### Nets reached from selected ports

(3 px per um)
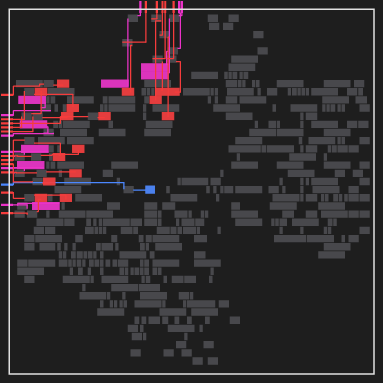
### Routed metal, one colour a layer

(4 px per um) Only two layers are drawn.
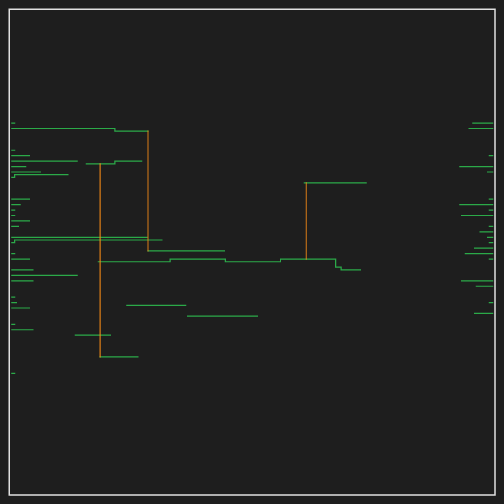
### Layout detail

Window x 81 to 101, y 81 to 101 um. Cells in grey, sequential cells in the stronger grey; small squares are vias.
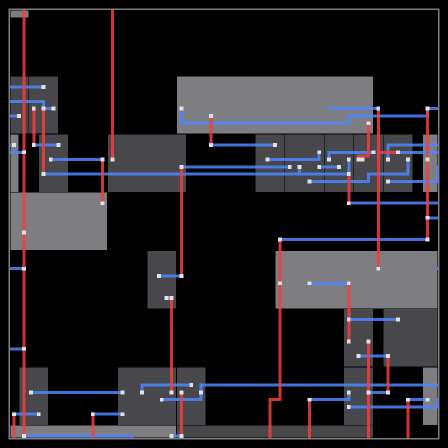
### Signal wires on met2

(3 px per um) Cells faint in the background.
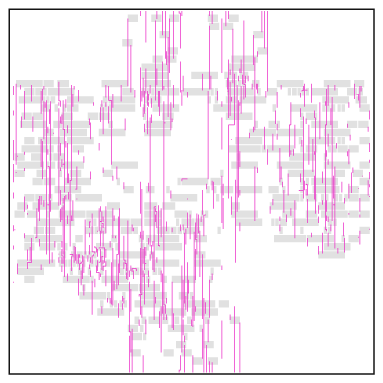
`config.mk`:
```
export PLATFORM = sky130hd
export DESIGN_NAME = data_mem_master
export DESIGN_NICKNAME = d
export VERILOG_FILES = /design/src/rtl/mem_pkg.sv /design/src/rtl/data_mem_master.sv
export SDC_FILE = /design/constraint.sdc
export NUM_CORES = 1
export LEC_CHECK = 0
export ABC_AREA = 1
export ABC_CLOCK_PERIOD_IN_PS = 5750
export CORE_UTILIZATION = 24
export DETAILED_ROUTE_END_ITERATION = 7
export SLEW_MARGIN = 20
export SYNTH_ARGS = -nofsm -noshare
export SYNTH_HDL_FRONTEND = slang
export SYNTH_SLANG_ARGS = --single-unit
```
`constraint.sdc`:
```
create_clock -name clk -period 5.75 [get_ports clk]
set_input_delay 0.8625 -clock clk [delete_from_list [all_inputs] [get_ports clk]]
set_output_delay 0.8625 -clock clk [all_outputs]
set_load 0.02 [all_outputs]
```
`src/rtl/mem_pkg.sv`:
```
// Shared definitions for the MEM-stage data memory path: widths, FSM states,
// access sizes and the latched request payload.
package mem_pkg;

   localparam int unsigned ADDR_W     = 8;
   localparam int unsigned MEM_DATA_W = 8;
   localparam int unsigned DATA_W     = 16;

   localparam logic [1:0] ST_IDLE  = 2'd0;
   localparam logic [1:0] ST_BYTE0 = 2'd1;
   localparam logic [1:0] ST_BYTE1 = 2'd2;
   localparam logic [1:0] ST_RESP  = 2'd3;

   localparam logic SIZE_BYTE = 1'b0;
   localparam logic SIZE_HALF = 1'b1;

   typedef struct packed {
      logic              write;
      logic              size;
      logic              sgn;
      logic [ADDR_W-1:0] addr;
      logic [DATA_W-1:0] wdata;
   } mem_req_t;

   // Assemble a pipeline-width load result from the captured memory bytes.
   function automatic logic [DATA_W-1:0] load_extend(
      input logic                  size,
      input logic                  sgn,
      input logic [MEM_DATA_W-1:0] hi,
      input logic [MEM_DATA_W-1:0] lo
   );
      if (size == SIZE_HALF)
         return {hi, lo};
      else if (sgn)
         return {{MEM_DATA_W{lo[MEM_DATA_W-1]}}, lo};
      else
         return {{MEM_DATA_W{1'b0}}, lo};
   endfunction

endpackage

```
`src/rtl/data_mem_master.sv`:
```
// Initiator for the byte-wide data memory: splits byte/halfword loads and
// stores into little-endian byte transactions and returns a response strobe.
import mem_pkg::*;

module data_mem_master (
   input  logic                  clk,
   input  logic                  rst,
   input  logic                  req_valid,
   output logic                  req_ready,
   input  logic                  req_write,
   input  logic                  req_size,
   input  logic                  req_signed,
   input  logic [ADDR_W-1:0]     req_addr,
   input  logic [DATA_W-1:0]     req_wdata,
   output logic                  resp_valid,
   output logic [DATA_W-1:0]     resp_rdata,
   output logic                  stall,
   output logic [ADDR_W-1:0]     mem_address,
   output logic [MEM_DATA_W-1:0] mem_write_data,
   output logic                  mem_read_write,
   input  logic [MEM_DATA_W-1:0] mem_read_data
);

   logic [1:0]            state_q, state_d;
   mem_req_t              req_q, req_d;
   logic [MEM_DATA_W-1:0] data_lo_q, data_lo_d;
   logic [MEM_DATA_W-1:0] data_hi_q, data_hi_d;

   logic                  req_ready_d;
   logic                  stall_d;
   logic                  resp_valid_d;
   logic [DATA_W-1:0]     resp_rdata_d;
   logic [ADDR_W-1:0]     mem_address_d;
   logic [MEM_DATA_W-1:0] mem_write_data_d;
   logic                  mem_read_write_d;

   // Next state, request/data capture, and output values for the next cycle.
   always_comb begin
      state_d          = state_q;
      req_d            = req_q;
      data_lo_d        = data_lo_q;
      data_hi_d        = data_hi_q;
      req_ready_d      = 1'b0;
      stall_d          = 1'b0;
      resp_valid_d     = 1'b0;
      resp_rdata_d     = '0;
      mem_address_d    = '0;
      mem_write_data_d = '0;
      mem_read_write_d = 1'b0;

      case (state_q)
         ST_IDLE: begin
            if (req_valid) begin
               state_d = ST_BYTE0;
               req_d   = '{write: req_write, size: req_size, sgn: req_signed,
                           addr: req_addr, wdata: req_wdata};
            end
         end
         ST_BYTE0: begin
            if (!req_q.write)
               data_lo_d = mem_read_data;
            state_d = (req_q.size == SIZE_HALF) ? ST_BYTE1 : ST_RESP;
         end
         ST_BYTE1: begin
            if (!req_q.write)
               data_hi_d = mem_read_data;
            state_d = ST_RESP;
         end
         ST_RESP: state_d = ST_IDLE;
         default: state_d = ST_IDLE;
      endcase

      // Outputs are decoded from the state being entered so they register
      // cleanly without any path from req_* into the memory port.
      req_ready_d = (state_d == ST_IDLE);
      stall_d     = (state_d != ST_IDLE);
      case (state_d)
         ST_BYTE0: begin
            mem_address_d    = req_d.addr;
            mem_write_data_d = req_d.wdata[MEM_DATA_W-1:0];
            mem_read_write_d = req_d.write;
         end
         ST_BYTE1: begin
            mem_address_d    = ADDR_W'(req_d.addr + ADDR_W'(1));
            mem_write_data_d = req_d.wdata[DATA_W-1:MEM_DATA_W];
            mem_read_write_d = req_d.write;
         end
         ST_RESP: begin
            resp_valid_d = 1'b1;
            if (!req_d.write)
               resp_rdata_d = load_extend(req_d.size, req_d.sgn, data_hi_d, data_lo_d);
         end
         default: ;
      endcase
   end

   // FSM state, latched request and captured load bytes.
   always_ff @(posedge clk or posedge rst) begin
      if (rst) begin
         state_q   <= ST_IDLE;
         req_q     <= '0;
         data_lo_q <= '0;
         data_hi_q <= '0;
      end else begin
         state_q   <= state_d;
         req_q     <= req_d;
         data_lo_q <= data_lo_d;
         data_hi_q <= data_hi_d;
      end
   end

   // Registered outputs.
   always_ff @(posedge clk or posedge rst) begin
      if (rst) begin
         req_ready      <= 1'b1;
         stall          <= 1'b0;
         resp_valid     <= 1'b0;
         resp_rdata     <= '0;
         mem_address    <= '0;
         mem_write_data <= '0;
         mem_read_write <= 1'b0;
      end else begin
         req_ready      <= req_ready_d;
         stall          <= stall_d;
         resp_valid     <= resp_valid_d;
         resp_rdata     <= resp_rdata_d;
         mem_address    <= mem_address_d;
         mem_write_data <= mem_write_data_d;
         mem_read_write <= mem_read_write_d;
      end
   end

endmodule

```
==> metrics.yaml <==
final_layout:
  seq-cell-share_pct: 44.0
  area.share.combinational_pct: 24.4
  largest_register: "req_q"
  buffers: 74
  clock_tree_buffer_count_of_the_final_layout: 10
  largest_reg_flops: 27
  instances_no_fill: 577
  layout.cell_area.non_filler_sq_um: 4610
  layout_top_cell: "sky130_fd_sc_hd__dfrtp_1"
  nFlopsAndLatches: 81
  combGateArea_sq_um: 1130
  area_growth_pct: 35.4
  num-nets-final: 441
  top_regs: "req_q: 27 flops, resp_rdata: 16 flops"
  layout_top_cells: "sky130_fd_sc_hd__dfrtp_1, sky130_fd_sc_hd__clkdlybuf4s50_1, sky130_fd_sc_hd__nand2_1"
  antenna_cells: 0
  fillerInstances: 1401
  nMultiInputCombCells: 180
  buf_share_pct: 16.1
  finish.utilization_pct: 33.2
  dominant_cells: "flip-flops and latches"
  layout.non_clock_inverters: 47
die:
  chipArea_sq_um: 14700
  taps: 180
  die_h_um: 121
  rows: 43
  floorplan.io_pins: 74
  die_width_um: 121
  core_area_sq_um: 13900
  initial_core_util_pct: 24.5
drt:
  detailroute.wirelength.met3_um: 456
  drt-initial-drc-count: 109
  drt_first_pass_iters: 6
  vias: 2278
  routed-wl-met2_mm: 3.31
  ant_nets: 0
  met1_wirelength_mm: 3.29
  wl_mm: 7.15
  drc: 2
  drt-wirelength-per-cell_um: 12.4
  viasPerCell: 3.95
  top_signal_layer_used: "met4"
worst_setup_path:
  setup.worst_path.end: "mem_address[6]"
  slowest_cell_on_the_critical_path: "sky130_fd_sc_hd__ha_1"
  r2r_setup_slack_ns: 3.32
  r2r-start: "state_q[0]"
  worst-path-buf-inv: 1
  critical_path_cell_count: 8
  cp_data_arrival_time_ns: 3.32
  worst_path_cell_chain: "clkdlybuf4s50_1 -> or2_2 -> o21ai_0 -> ha_1 -> o21ai_0 -> o21ai_0 -> a21oi_1 -> nor2_1"
  worst_setup_path_startpoint: "req_valid"
  setup.worst_path.end_class: "flop"
  crit-reg2reg-capture: "mem_address[4]"
  worst_ep_required_time_ns: 6.02
  critPathKind: "in -> reg"
  crit_path_max_fanout: 19
  worst_r2r_path_depth: 10
  timing.critical_path.slowest_cell_delay_ns: 0.67
  critical_path.top_delay_family: "adder cells"
  critPathMostFrequentCell: "sky130_fd_sc_hd__o21ai_0"
pwr:
  powerComb_mw: 1.23
  share_comb_of_total_power_pct: 45.5
  report.power.total_mw: 2.70
  seq_power_mw: 0.875
  static-leakage-power_nw: 2.16
  seq_power_share_pct: 32.4
  power_density_nw_per_um2: 585
  cellInternalPower_mw: 1.67
  pwr-share-clk_pct: 22.1
  switching_share_pct: 38.1
  switching_power_mw: 1.03
  dominant_power_group: "combinational cells"
  clock_net_power_mw: 0.596
timing:
  count_of_pins_over_their_slew_limit: 0
  fin_crit_sh_pct: 53.0
  clock.fmax_ghz: 0.328
  final-setup-viol-count: 0
  setup_slack_ns: 2.70
  finalWorstPathRequiredPeriod_ns: 3.05
  grt_setup_unrepaired: "false"
  slew_headroom_pct: 51.0
  holdWs_ns: 0.487
  finalHoldViolCount: 0
grt:
  grt_start_max_net_pins: 82
  groute.layer.met2.usage_pct: 17.1
  use_met3_pct: 3.71
  gr-max-usage-layer: "met2"
  grt_util_all_layers_pct: 10.8
  first_global_vias: 2371
  grt_antenna_before_repair: 0
  first_pass_grt_wire_length_mm: 11.9
  grt_use_met1_pct: 13.4
  gr-total-overflow: 0
cts:
  clock_tree.buffer_depth: 2
  tritoncts: "built"
  tritoncts.num_buffers: 9
  cts-htree-levels: 3
  clock_sinks: 81
  cts.root.buffer_cell: "sky130_fd_sc_hd__clkbuf_16"
  ctsHoldBuffers: 0
  post_cts.resized_instances: 0
synthesis:
  post_synth_arst_share_pct: 100
  ys.flop_type: "sky130_fd_sc_hd__dfrtp_1"
  aoi_share_pct: 6.58
  synth.cellmix.adderShare_pct: 3.68
  yosys.stat.seqShare_pct: 59.6
  synth.cellmix.simpleShare_pct: 15.2
  synth.cellmix.xorXnorShare_pct: 0
  synthesis.area_sq_um: 3400
  synth.distinct_cells: 29
  syn_avg_cell_area_sq_um: 10.7
  netlist_top_cells_count: "sky130_fd_sc_hd__dfrtp_1, sky130_fd_sc_hd__nand2_1, sky130_fd_sc_hd__inv_1"
  ys_chip_area_sq_um: 3400
  yosys_warnings: 0
  synth_nets: 366
  synth.top_cell.area_share_pct: 58.8
  syn-instance-count: 318
  synth.mux.area_fraction_pct: 7.61
  edf_count: 0
  yosys_cells: 318
  synth.ff_latch_count: 81
  synth.logic.top_family: "simple AND/OR/NAND/NOR gates"
  synth_dominant_cell_count: "sky130_fd_sc_hd__dfrtp_1"
hold_path:
  holdPathStages: 2
  hold_start: "req_q[24]"
outcome:
  violated_checks: "DRC"
  outcome: "finished with violations"
placed_design:
  port-buffer-count: 73
  placedInstanceArea_sq_um: 4300
  hpwl_detailed_mm: 4.94
  routabilityCongestion: 0.751
  numPlacedInstances: 562
  place_ws_ns: 2.30
run:
  maximum_capacitance_violations: 0
## Picture notes: 'Nets reached from selected ports'
| colour | port | bits | direction | edge | end cells | buffers | wire |
|---|---|---|---|---|---|---|---|
| blue | req_write | 1 | input | west | 1 | 1 | 44.5 um |
| red | req_wdata | 16 | input | 11 west, 5 north | 16 | 16 | 389 um |
| magenta | mem_write_data | 8 | output | 5 west, 3 north | 8 | 8 | 159 um |

## Picture notes: 'Routed metal, one colour a layer'
| colour | layer | wire length |
|---|---|---|
| green | M3 | 456 um |
| orange | M4 | 97.2 um |

## Picture notes: 'Layout detail'
| colour | layer |
|---|---|
| blue | M1 |
| red | M2 |
sequential cells in the window: 2
cells with their middle in the window: 18
netlist names of flops here include: data_hi_q (1), data_lo_q (1)
most frequent: inv_1 (6), nand2_1 (3), nor2_1 (3)

## Picture notes: 'Signal wires on met2'
share of all routed wire: 46%
nets with wire on the layer: 346
main direction: vertical
wire length on this layer: 3,310 um
longest straight run: 67.8 um

Power is estimated from default activity; no workload was simulated.
